==> images/closeup.png <==
The bar under the picture is 5 microns long. Region (48, 72) to (68, 92) microns. Cells in grey, sequential cells in the stronger grey; small squares are vias.
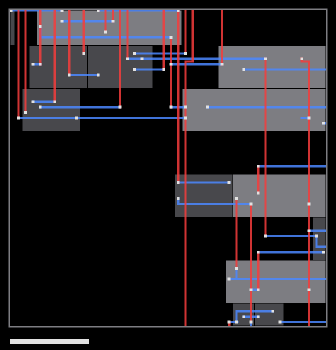
==> images/clock_nets.png <==
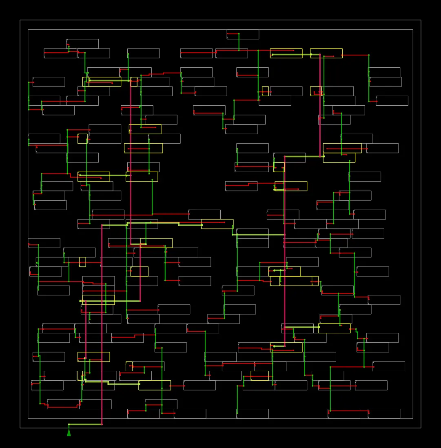
==> images/route_heat.png <==
The die is cut into 23 by 23 equal tiles; white is low, dark blue is high, scaled to the fullest tile. Values are wire area over tile area, all layers added.
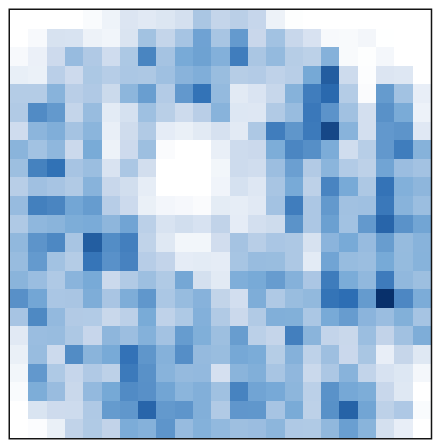
==> images/gates.png <==
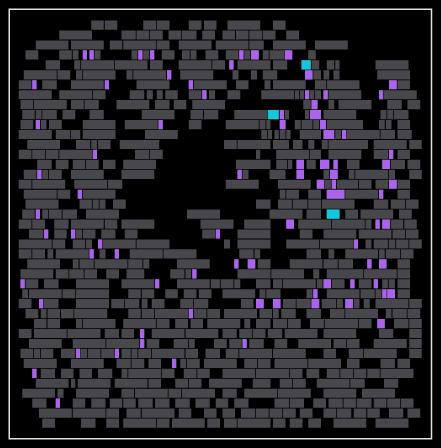
## src/rtl/mem_stage.sv

```systemverilog
// Pipeline memory stage: passes ALU results through and runs one DMEM load/store at a time, aborting after MAX_WAIT cycles without ack.
// Optional byte-lane accesses are enabled by defining MEM_STAGE_SUBWORD_EN.
module mem_stage #(
    parameter int DMEM_ADDR_WIDTH = 12,
    parameter int DMEM_WORD_WIDTH = 16,
    parameter int IALU_WORD_WIDTH = 16,
    parameter int PC_WIDTH        = 12,
    parameter int PMEM_WORD_WIDTH = 16,
    parameter int REG_IDX_WIDTH   = 4,
    parameter int MAX_WAIT        = 15,
    localparam int BE_WIDTH       = DMEM_WORD_WIDTH / 8,
    localparam int LANE_WIDTH     = (BE_WIDTH > 1) ? $clog2(BE_WIDTH) : 1
) (
    input  logic                       clock,
    input  logic                       reset,
    // upstream
    input  logic                       in_valid,
    output logic                       out_stall,
    input  logic                       in_act_load_dmem,
    input  logic                       in_act_store_dmem,
    input  logic                       in_act_write_res_to_reg,
    input  logic [PMEM_WORD_WIDTH-1:0] in_instr,
    input  logic [PC_WIDTH-1:0]        in_pc,
    input  logic [IALU_WORD_WIDTH-1:0] in_res,
    input  logic [REG_IDX_WIDTH-1:0]   in_res_reg_idx,
    input  logic [DMEM_ADDR_WIDTH-1:0] in_mem_addr,
    input  logic [LANE_WIDTH-1:0]      in_mem_lane,
    input  logic                       in_mem_byte,
    input  logic                       in_mem_signed,
    input  logic [DMEM_WORD_WIDTH-1:0] in_mem_wr_word,
    // data memory
    output logic                       out_mem_req,
    output logic                       out_mem_we,
    output logic [DMEM_ADDR_WIDTH-1:0] out_mem_addr,
    output logic [BE_WIDTH-1:0]        out_mem_be,
    output logic [DMEM_WORD_WIDTH-1:0] out_mem_wr_word,
    input  logic                       in_mem_ack,
    input  logic [DMEM_WORD_WIDTH-1:0] in_mem_rd_word,
    // writeback
    output logic                       out_valid,
    output logic                       out_act_write_res_to_reg,
    output logic [PMEM_WORD_WIDTH-1:0] out_instr,
    output logic [PC_WIDTH-1:0]        out_pc,
    output logic [IALU_WORD_WIDTH-1:0] out_res,
    output logic [REG_IDX_WIDTH-1:0]   out_res_reg_idx,
    output logic                       out_err
);

    localparam int EXT_WIDTH = (IALU_WORD_WIDTH > DMEM_WORD_WIDTH) ? IALU_WORD_WIDTH : DMEM_WORD_WIDTH;

    typedef enum logic {IDLE, ACCESS} state_t;

    state_t                     state_reg, state_next;
    logic [7:0]                 wait_cnt_reg, wait_cnt_next;
    logic                       capture;

    logic                       acc_we_reg;
    logic [DMEM_ADDR_WIDTH-1:0] acc_addr_reg;
    logic [BE_WIDTH-1:0]        acc_be_reg;
    logic [DMEM_WORD_WIDTH-1:0] acc_wr_word_reg;
    logic                       acc_write_reg;
    logic [IALU_WORD_WIDTH-1:0] acc_res_reg;
    logic [PMEM_WORD_WIDTH-1:0] acc_instr_reg;
    logic [PC_WIDTH-1:0]        acc_pc_reg;
    logic [REG_IDX_WIDTH-1:0]   acc_idx_reg;

    logic                       out_valid_reg, out_valid_next;
    logic                       out_err_reg, out_err_next;
    logic                       out_write_reg, out_write_next;
    logic [IALU_WORD_WIDTH-1:0] out_res_reg, out_res_next;
    logic [PMEM_WORD_WIDTH-1:0] out_instr_reg, out_instr_next;
    logic [PC_WIDTH-1:0]        out_pc_reg, out_pc_next;
    logic [REG_IDX_WIDTH-1:0]   out_idx_reg, out_idx_next;

    logic [BE_WIDTH-1:0]        cap_be;
    logic [DMEM_WORD_WIDTH-1:0] cap_wr_word;
    logic [EXT_WIDTH-1:0]       rd_word_ext;
    logic [IALU_WORD_WIDTH-1:0] load_data;

    assign rd_word_ext = EXT_WIDTH'(in_mem_rd_word);

`ifdef MEM_STAGE_SUBWORD_EN
    logic [DMEM_WORD_WIDTH-1:0] byte_rep;
    logic [7:0]                 rd_bytes [BE_WIDTH];
    logic                       acc_byte_reg;
    logic                       acc_signed_reg;
    logic [LANE_WIDTH-1:0]      acc_lane_reg;
    logic [7:0]                 rd_sel_byte;

    genvar gi;
    for (gi = 0; gi < BE_WIDTH; gi++) begin : g_lanes
        assign byte_rep[gi*8 +: 8] = in_mem_wr_word[7:0];
        assign rd_bytes[gi]        = in_mem_rd_word[gi*8 +: 8];
    end

    assign cap_be      = in_mem_byte ? (BE_WIDTH'(1) << in_mem_lane) : '1;
    assign cap_wr_word = in_mem_byte ? byte_rep : in_mem_wr_word;
    assign rd_sel_byte = rd_bytes[acc_lane_reg];

    always_comb begin
        load_data = rd_word_ext[IALU_WORD_WIDTH-1:0];
        if (acc_byte_reg) begin
            load_data = {{(IALU_WORD_WIDTH-8){acc_signed_reg & rd_sel_byte[7]}}, rd_sel_byte};
        end
    end

    always_ff @(posedge clock or negedge reset) begin
        if (!reset) begin
            acc_byte_reg   <= 1'b0;
            acc_signed_reg <= 1'b0;
            acc_lane_reg   <= '0;
        end else if (capture) begin
            acc_byte_reg   <= in_mem_byte;
            acc_signed_reg <= in_mem_signed;
            acc_lane_reg   <= in_mem_lane;
        end
    end
`else
    // Sub-word controls have no effect in the full-word build.
    logic unused_subword;
    assign unused_subword = ^{in_mem_byte, in_mem_lane, in_mem_signed};
    assign cap_be         = '1;
    assign cap_wr_word    = in_mem_wr_word;
    assign load_data      = rd_word_ext[IALU_WORD_WIDTH-1:0];
`endif

    always_comb begin
        state_next     = state_reg;
        wait_cnt_next  = wait_cnt_reg;
        capture        = 1'b0;
        out_valid_next = 1'b0;
        out_err_next   = 1'b0;
        out_write_next = 1'b0;
        out_res_next   = out_res_reg;
        out_instr_next = out_instr_reg;
        out_pc_next    = out_pc_reg;
        out_idx_next   = out_idx_reg;
        case (state_reg)
            IDLE: begin
                if (in_valid) begin
                    if (in_act_load_dmem || in_act_store_dmem) begin
                        capture       = 1'b1;
                        state_next    = ACCESS;
                        wait_cnt_next = 8'd0;
                    end else begin
                        out_valid_next = 1'b1;
                        out_write_next = in_act_write_res_to_reg;
                        out_res_next   = in_res;
                        out_instr_next = in_instr;
                        out_pc_next    = in_pc;
                        out_idx_next   = in_res_reg_idx;
                    end
                end
            end
            ACCESS: begin
                if (in_mem_ack || (wait_cnt_reg + 8'd1 == 8'(MAX_WAIT))) begin
                    state_next     = IDLE;
                    wait_cnt_next  = 8'd0;
                    out_valid_next = 1'b1;
                    out_instr_next = acc_instr_reg;
                    out_pc_next    = acc_pc_reg;
                    out_idx_next   = acc_idx_reg;
                    // An ack in the final wait cycle still wins over the timeout.
                    if (in_mem_ack) begin
                        out_write_next = acc_write_reg;
                        out_res_next   = acc_we_reg ? acc_res_reg : load_data;
                    end else begin
                        out_err_next   = 1'b1;
                        out_res_next   = '0;
                    end
                end else begin
                    wait_cnt_next = wait_cnt_reg + 8'd1;
                end
            end
            default: state_next = IDLE;
        endcase
    end

    always_ff @(posedge clock or negedge reset) begin
        if (!reset) begin
            state_reg     <= IDLE;
            wait_cnt_reg  <= 8'd0;
            out_valid_reg <= 1'b0;
            out_err_reg   <= 1'b0;
            out_write_reg <= 1'b0;
            out_res_reg   <= '0;
            out_instr_reg <= '0;
            out_pc_reg    <= '0;
            out_idx_reg   <= '0;
        end else begin
            state_reg     <= state_next;
            wait_cnt_reg  <= wait_cnt_next;
            out_valid_reg <= out_valid_next;
            out_err_reg   <= out_err_next;
            out_write_reg <= out_write_next;
            out_res_reg   <= out_res_next;
            out_instr_reg <= out_instr_next;
            out_pc_reg    <= out_pc_next;
            out_idx_reg   <= out_idx_next;
        end
    end

    // A load wins when both load and store are requested.
    always_ff @(posedge clock or negedge reset) begin
        if (!reset) begin
            acc_we_reg      <= 1'b0;
            acc_addr_reg    <= '0;
            acc_be_reg      <= '0;
            acc_wr_word_reg <= '0;
            acc_write_reg   <= 1'b0;
            acc_res_reg     <= '0;
            acc_instr_reg   <= '0;
            acc_pc_reg      <= '0;
            acc_idx_reg     <= '0;
        end else if (capture) begin
            acc_we_reg      <= in_act_store_dmem & ~in_act_load_dmem;
            acc_addr_reg    <= in_mem_addr;
            acc_be_reg      <= cap_be;
            acc_wr_word_reg <= cap_wr_word;
            acc_write_reg   <= in_act_write_res_to_reg;
            acc_res_reg     <= in_res;
            acc_instr_reg   <= in_instr;
            acc_pc_reg      <= in_pc;
            acc_idx_reg     <= in_res_reg_idx;
        end
    end

    assign out_stall                = (state_reg == ACCESS);
    assign out_mem_req              = (state_reg == ACCESS);
    assign out_mem_we               = acc_we_reg;
    assign out_mem_addr             = acc_addr_reg;
    assign out_mem_be               = acc_be_reg;
    assign out_mem_wr_word          = acc_wr_word_reg;
    assign out_valid                = out_valid_reg;
    assign out_err                  = out_err_reg;
    assign out_act_write_res_to_reg = out_write_reg;
    assign out_res                  = out_res_reg;
    assign out_instr                = out_instr_reg;
    assign out_pc                   = out_pc_reg;
    assign out_res_reg_idx          = out_idx_reg;

endmodule

```

## config.mk

```make
export PLATFORM = sky130hd
export DESIGN_NAME = mem_stage
export DESIGN_NICKNAME = d
export VERILOG_FILES = /design/src/rtl/mem_stage.sv
export SDC_FILE = /design/constraint.sdc
export NUM_CORES = 1
export LEC_CHECK = 0
export CORE_AREA = 2 2 113 115
export CTS_CLUSTER_DIAMETER = 60
export DETAILED_ROUTE_END_ITERATION = 12
export DIE_AREA = 0 0 115 117
export PLACE_DENSITY = 0.85
export SLEW_MARGIN = 5
export SYNTH_ARGS = -nofsm -noshare
export SYNTH_HDL_FRONTEND = slang
export SYNTH_SLANG_ARGS = --single-unit
```

## constraint.sdc

```tcl
create_clock -name clock -period 5.5 [get_ports clock]
set_input_delay 1.1 -clock clock [delete_from_list [all_inputs] [get_ports clock]]
set_output_delay 1.1 -clock clock [all_outputs]
set_load 0.01 [all_outputs]
```

==> flow_summary.toml <==
# yosys + openroad results
[run_status]
status = "finished clean"

[sta]
final-max-slew-violation-count = 0
rsz0062_at_grt = "no"
holdWs_ps = 491
period_minus_slack_ps = 3590

[power]
p_clk_share_pct = 30.8
power.switching_mw = 1.01
p_seq_share_pct = 40.6

[synth]
synth-edff-count = 0
syn_area_per_cell_sq_um = 12.3
async_flop_share_pct = 100
ys_types = 30
top_area_cell = "dfrtp_1"
ys_sh_adder_pct = 0.420
synthTopCellsByArea = "dfrtp_1 58%, mux2_2 18%, a21oi_1 5.5%, mux2i_1 5.4%, nor2_1 3.4%"
synth.cell_area_sq_um = 5960
syn_nets = 587

[clock_tree]
htreeDepth = 4
cts_setup_buffers = 0
clkTransAtPathRegs_ps = 50

[final_layout]
finalCoreUtilization_pct = 69.1
clk_share_pct = 6.81
syn_to_final_growth_pct = 42.6
seq_area_sq_um = 3480
largest_class = "registers"
clkbuf_count = 20

[hold_path]
min_path_type = "flop to flop"
whs_path_depth = 1
hp-start = "acc_write_reg"

[detailed_routing]
wl_met3_microns = 700
vias = 4337
wl_met1_microns = 5740
wl_microns = 14700
drtIter0Drc = 190

[critical_path]
arrival_ps = 2490
r2r-end = "out_res[2]"
critPathCapture = "out_mem_req"
cp_top_family = "buffers and inverters"
worstSetupStartpointType = "flop"
path_cells = "buf_4, clkdlybuf4s50_1"
reg2reg_depth = 6

[place]
dp_hpwl_microns = 9930
dp_slack_ps = 1710

[run]
warning_count = 32

[global_routing]
use_met1_pct = 25.5
grt_use_total_pct = 23.0

[die]
rows = 41
dieArea_sq_um = 13500
Notes on closeup.png above:
colour	layer
blue	M1
red	M2
most frequent	dfrtp_1 (4), clkdlybuf4s50_1 (2)
sequential cells in the window	5
cells with their middle in the window	12
netlist names of flops here include	wait_cnt_reg (3)

Notes on clock_nets.png above:
seq_cells: 139
total CTS buffers: 17
clk ins delay skew pair: 420 ps
Clock Skew: 7.10 ps
clk pwr: 1.11 mW

Notes on route_heat.png above:
fullest tile	0.49
mean over tiles	0.17
nearly empty tiles	6.4%
emptiest ninth of the die	centre
tiles over half the peak	21%

Notes on gates.png above:
colour	family	cells
cyan	non-inverting ao/oa cells	3
purple	nor cells	82

Power figures rest on the tool's default switching activity, not on a simulated workload.
